File: src/rtl/ifetch_stage_if.sv
// Fetch-stage bus: instruction RAM port plus decode-side IR and redirect.
// master = fetch stage, slave = RAM/decode side.
interface ifetch_stage_if #(
   parameter int ADDR_W = 10
);
   logic [ADDR_W-1:0] IMEM_ADDR;
   logic [15:0]       IMEM_Q;
   logic              STALL;
   logic              BR_TAKEN;
   logic [ADDR_W-1:0] BR_TARGET;
   logic [15:0]       IR;
   logic [ADDR_W-1:0] IR_PC;
   logic              IR_VALID;
   logic              HALTED;

   modport master (
      output IMEM_ADDR,
      input  IMEM_Q,
      input  STALL,
      input  BR_TAKEN,
      input  BR_TARGET,
      output IR,
      output IR_PC,
      output IR_VALID,
      output HALTED
   );

   modport slave (
      input  IMEM_ADDR,
      output IMEM_Q,
      output STALL,
      output BR_TAKEN,
      output BR_TARGET,
      input  IR,
      input  IR_PC,
      input  IR_VALID,
      input  HALTED
   );
endinterface

File: src/rtl/ifetch_stage.sv
// Instruction fetch: PC, IR capture, stall, branch squash.
// Optional IFETCH_HALT_ON_ZERO_EN stops fetch on a zero instruction word.
module ifetch_stage #(
   parameter int ADDR_W   = 10,
   parameter int RESET_PC = 0
) (
   input logic           CLK,
   input logic           RESET,
   ifetch_stage_if.master bus
);
   typedef enum logic {RUN, HALT} state_t;

   localparam logic [ADDR_W-1:0] PC_RST = ADDR_W'(RESET_PC);
   localparam logic [ADDR_W-1:0] PC_INC = ADDR_W'(2);

   state_t            state;
   logic [ADDR_W-1:0] pc;
   logic [15:0]       ir;
   logic [ADDR_W-1:0] ir_pc;
   logic              ir_valid;
   logic [ADDR_W-1:0] br_pc;

   assign br_pc = {bus.BR_TARGET[ADDR_W-1:1], 1'b0};

`ifdef IFETCH_HALT_ON_ZERO_EN
   logic halted;
   logic zero_word;

   assign zero_word = (bus.IMEM_Q == 16'h0000);

   always_ff @(posedge CLK) begin
      if (RESET) begin
         state    <= RUN;
         pc       <= PC_RST;
         ir       <= 16'h0000;
         ir_pc    <= '0;
         ir_valid <= 1'b0;
         halted   <= 1'b0;
      end else if (bus.BR_TAKEN) begin
         state    <= RUN;
         pc       <= br_pc;
         ir_valid <= 1'b0;
         halted   <= 1'b0;
      end else if (!bus.STALL) begin
         unique case (state)
            RUN: begin
               // PC parks on the zero word so a redirect is the only way on
               if (zero_word) begin
                  state    <= HALT;
                  ir_valid <= 1'b0;
                  halted   <= 1'b1;
               end else begin
                  ir       <= bus.IMEM_Q;
                  ir_pc    <= pc;
                  ir_valid <= 1'b1;
                  pc       <= pc + PC_INC;
               end
            end
            HALT: begin
               ir_valid <= 1'b0;
               halted   <= 1'b1;
            end
            default: begin
               state    <= RUN;
               ir_valid <= 1'b0;
               halted   <= 1'b0;
            end
         endcase
      end
   end

   assign bus.HALTED = halted;
`else
   always_ff @(posedge CLK) begin
      if (RESET) begin
         state    <= RUN;
         pc       <= PC_RST;
         ir       <= 16'h0000;
         ir_pc    <= '0;
         ir_valid <= 1'b0;
      end else if (bus.BR_TAKEN) begin
         state    <= RUN;
         pc       <= br_pc;
         ir_valid <= 1'b0;
      end else if (!bus.STALL) begin
         unique case (state)
            RUN: begin
               ir       <= bus.IMEM_Q;
               ir_pc    <= pc;
               ir_valid <= 1'b1;
               pc       <= pc + PC_INC;
            end
            default: begin
               state    <= RUN;
               ir_valid <= 1'b0;
            end
         endcase
      end
   end

   assign bus.HALTED = 1'b0;
`endif

   assign bus.IMEM_ADDR = pc;
   assign bus.IR        = ir;
   assign bus.IR_PC     = ir_pc;
   assign bus.IR_VALID  = ir_valid;
endmodule

File: src/flat_wrapper.sv
// flat-port wrapper written by rule: the top's interface ports become plain ports
module ifetch_stage_flat 
#(
   parameter int ADDR_W   = 10,
   parameter int RESET_PC = 0
)
  (CLK, RESET, bus_IMEM_ADDR, bus_IMEM_Q, bus_STALL, bus_BR_TAKEN, bus_BR_TARGET, bus_IR, bus_IR_PC, bus_IR_VALID, bus_HALTED);
  ifetch_stage_if #(.ADDR_W(ADDR_W)) bus_i ();
  input logic CLK;
  input logic RESET;
  output wire logic [$bits(bus_i.IMEM_ADDR)-1:0] bus_IMEM_ADDR;
  input wire logic [$bits(bus_i.IMEM_Q)-1:0] bus_IMEM_Q;
  input wire logic [$bits(bus_i.STALL)-1:0] bus_STALL;
  input wire logic [$bits(bus_i.BR_TAKEN)-1:0] bus_BR_TAKEN;
  input wire logic [$bits(bus_i.BR_TARGET)-1:0] bus_BR_TARGET;
  output wire logic [$bits(bus_i.IR)-1:0] bus_IR;
  output wire logic [$bits(bus_i.IR_PC)-1:0] bus_IR_PC;
  output wire logic [$bits(bus_i.IR_VALID)-1:0] bus_IR_VALID;
  output wire logic [$bits(bus_i.HALTED)-1:0] bus_HALTED;
  assign bus_IMEM_ADDR = bus_i.IMEM_ADDR;
  assign bus_i.IMEM_Q = bus_IMEM_Q;
  assign bus_i.STALL = bus_STALL;
  assign bus_i.BR_TAKEN = bus_BR_TAKEN;
  assign bus_i.BR_TARGET = bus_BR_TARGET;
  assign bus_IR = bus_i.IR;
  assign bus_IR_PC = bus_i.IR_PC;
  assign bus_IR_VALID = bus_i.IR_VALID;
  assign bus_HALTED = bus_i.HALTED;
  ifetch_stage #(.ADDR_W(ADDR_W), .RESET_PC(RESET_PC)) u_core (.CLK(CLK), .RESET(RESET), .bus(bus_i));
endmodule
File: config.mk
export PLATFORM = sky130hd
export DESIGN_NAME = ifetch_stage_flat
export DESIGN_NICKNAME = d
export VERILOG_FILES = /design/src/rtl/ifetch_stage_if.sv /design/src/rtl/ifetch_stage.sv /design/src/flat_wrapper.sv
export SDC_FILE = /design/constraint.sdc
export NUM_CORES = 1
export LEC_CHECK = 0
export CAP_MARGIN = 20
export CORE_ASPECT_RATIO = 1.2
export CORE_MARGIN = 1
export CORE_UTILIZATION = 45
export CTS_BUF_LIST = sky130_fd_sc_hd__clkbuf_8
export DETAILED_ROUTE_END_ITERATION = 8
export PLACE_DENSITY = 0.95
export REMOVE_ABC_BUFFERS = 1
export SLEW_MARGIN = 0
export SYNTH_ARGS = -nofsm -noshare
export SYNTH_HDL_FRONTEND = slang
export SYNTH_SLANG_ARGS = --single-unit
File: constraint.sdc
create_clock -name CLK -period 2.54 [get_ports CLK]
set_clock_uncertainty 0.05 [all_clocks]
set_input_delay 0.254 -clock CLK [delete_from_list [all_inputs] [get_ports CLK]]
set_output_delay 0.254 -clock CLK [all_outputs]
set_load 0.02 [all_outputs]
==> flow_metrics.tcl, run 1 <==
# place-and-route summary
set metrics [dict create \
    status "completed" \
    r2r_end "u_core.bus.IMEM_ADDR[7]" \
    fin_worst_hold_slack_ps 401 \
    synth_cell_type_count 33 \
    crit_fanout 8 \
    io_pins 68 \
    use_met3_pct 8.81 \
    coreArea_um2 3080 \
    fmax_mhz 581 \
    ys_async_sr_fraction_pct 0 \
    wl_met3_um 271 \
    syn_area_per_cell_um2 8.16 \
    grtUsageMet2_pct 36.9 \
    tritoncts "built" \
    dp_cells 269 \
    ff_count 35 \
    grtUsageMet1_pct 21.3 \
    comb_area_share_pct 30.2 \
    hold_viol_final 0 \
    crit_slowest_cell "clkdlybuf4s50_1" \
    finalCriticalPeriod_ps 1720 \
    routed_via_density 5.09 \
    slew_violations 0 \
    crit_cells 1 \
    area_growth_pct 49.4 \
    hold_depth 2 \
    logic_area_um2 659 \
    grt_max_degree 20 \
    htree_levels 2 \
    edf_count 0 \
    regArea_um2 701 \
    rrSetupSlack_ps 1070 \
    cap_violations 0 \
]
## run 1: power by group
| group | switching, mW | total [mW] | internal (mW) |
|---|---|---|---|
| clock network | 0.186 | 0.429 | 0.243 |
| registers | 0.0248 | 0.600 | 0.576 |
| logic | 0.101 | 0.210 | 0.109 |
## run 1: kinds of logic after synthesis
group | share of synthesized area (%)
and+or+nand+nor | 23.6
AOI/OAI and AO/OA | 16.8
DFF | 48.0
buffers and inverters | 7.37
xor gates and xnor gates | 2.40
adders and majority gates | 0.857
other | 0.257
muxes | 0.771
## run 1: synth_stat cells (all sizes together) (3+ instances only)
cell type	number
nand2	55
dfxtp	35
a21oi	27
buf	9
clkbuf	6
a211oi	5
nor2	5
inv	4
nand3	3
or2	3
==> run_1/floorplan.png <==
(8 px per um) Pins as bars on the die edge.
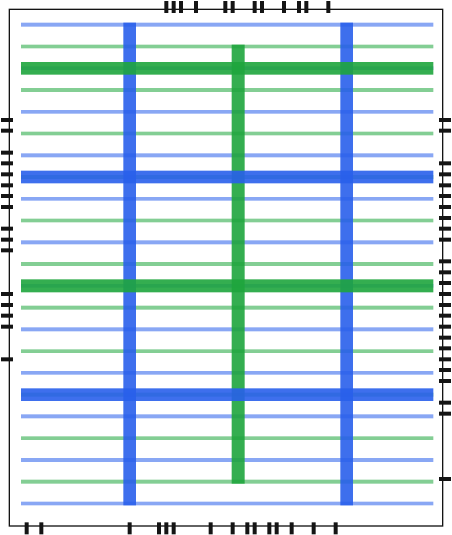
| colour | net |
|---|---|
| blue | VSS |
| green | VDD |
rows: 22
met1 rails: 23
met5 straps: 4
met4 straps: 3
signal pins: 68

==> run_1/sizing.png <==
(4 px per um)
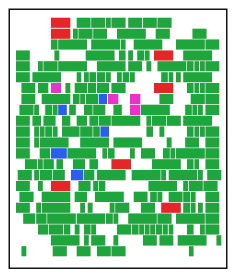
| colour | size | cells | share |
|---|---|---|---|
| magenta | x3 and x4 | 4 | 1.7% |
| red | x6 and larger | 7 | 2.9% |
| blue | x2 | 5 | 2.1% |
| green | x1 and smaller | 225 | 93% |

==> run_1/placed.png <==
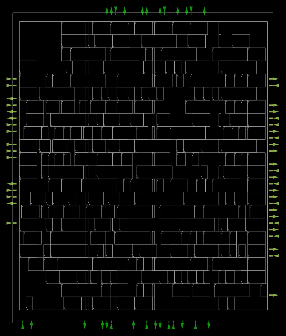
# fillers: 261
Layout Utilization: 70.7%
Seq area share: 32.1%

==> run_1/route_heat.png <==
(6 px per um) 11 x 13 tiles, from dark purple (low) to yellow (high), scaled to the fullest tile. Values are wire area over tile area, all layers added.
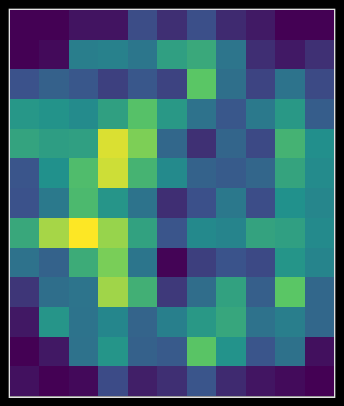
emptiest ninth of the die: north-east
mean over tiles: 0.16
tiles over half the peak: 29%
fullest tile: 0.43
densest ninth of the die: west

==> run_1/ff_map.png <==
(6 px per um)
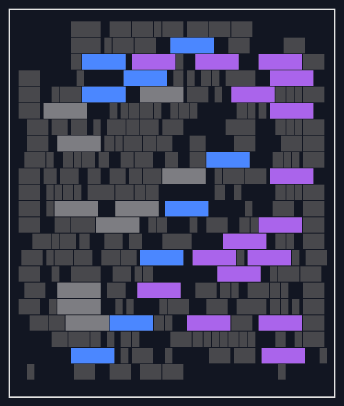

## Run 2: what changed since run 1
CORE_UTILIZATION = 42   (was 45)
PLACE_DENSITY = 0.9   (was 0.95)
clock period = 1.75 ns   (was 2.54 ns; I/O delays follow)
==> run_2/ff_map.png <==
(6 px per um)
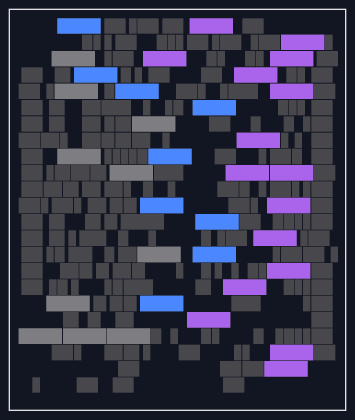
| colour | name in the netlist | flops |
|---|---|---|
| blue | `u_core.bus.IR_PC` | 9 |
| purple | `u_core.bus.IR` | 16 |
not coloured: 10

==> run_2/sizing.png <==
(4 px per um)
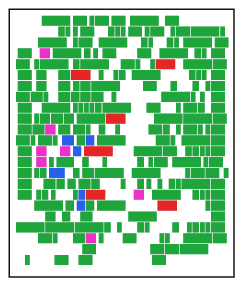
| colour | size | cells | share |
|---|---|---|---|
| red | x6 and larger | 6 | 2.4% |
| blue | x2 | 6 | 2.4% |
| green | x1 and smaller | 226 | 92% |
| magenta | x3 and x4 | 7 | 2.9% |

==> run 2 against run 1 <==
Net effect:
- non-clock buffer count grew 4
- highest routed layer unchanged
- core utilization shrank 4.7 points
- register-to-register slack lost 790 ps
- sequential power grew 45%
==> flow_metrics.tcl, run 2 <==
# place-and-route summary
set metrics [dict create \
    r2r_end "u_core.bus.IMEM_ADDR[7]" \
    grtUsageMet1_pct 21.4 \
    crit_cells 1 \
    ys_sh_aoi_pct 16.8 \
    logic_area_um2 659 \
    fin_worst_hold_slack_ps 388 \
    ys_sh_adder_pct 0.857 \
    hold_viol_final 0 \
    ys_sh_xor_pct 2.40 \
    top_power_group "registers" \
    synthMostInstantiatedCell "nand2_1" \
    rrSetupSlack_ps 280 \
    coreArea_um2 3340 \
    final_util_pct 66.1 \
    use_met3_pct 6.41 \
    p_sw_share_pct 26.0 \
    p_clk_mw 0.531 \
    htree_levels 2 \
    tritoncts "built" \
    combPwrFrac_pct 18.3 \
    fmax_mhz 603 \
    fill_cells 295 \
    ys_async_sr_fraction_pct 0 \
    hold_depth 3 \
    syn_area_per_cell_um2 8.16 \
    regArea_um2 701 \
    area_growth_pct 51.1 \
    status "completed" \
    synth_cell_type_count 33 \
    cap_violations 0 \
    pwr-share-seq_pct 50.8 \
    p_clk_share_pct 31.0 \
    crit_fanout 7 \
    finalCriticalPeriod_ps 1660 \
    synth.comb.largest_family "simple AND/OR/NAND/NOR gates" \
]
==> run_2/placed.png <==
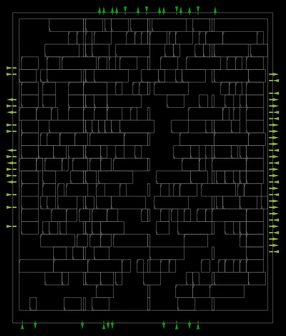
# Taps: 37
Seq area share: 31.8%

-- run 2: netlist changes by cell type in the layout (fill, tap and decap cells not counted) --
cell / change
buf_12: +1
buf_4: +3
clkbuf_8: -2
clkinv_2: +1
inv_1: +1
-- run 2: per-layer routing --
metal	part of all wire [%]	vias to the layer above
met5	0	-
met4	2.3	0
met3	7.3	9
met2	46	60
met1	45	618
li1	-	729
-- run 2: layout make-up --
type / count / share of cell area (%)
repair buffers: 71 / 31.9
flip-flops and latches: 35 / 31.8
multi-input cells: 127 / 29.9
clock buffers: 5 / 3.12
well taps: 37 / 2.10
inverters: 4 / 0.681
clock inverters: 3 / 0.567
Power and IR drop assume default switching activity.
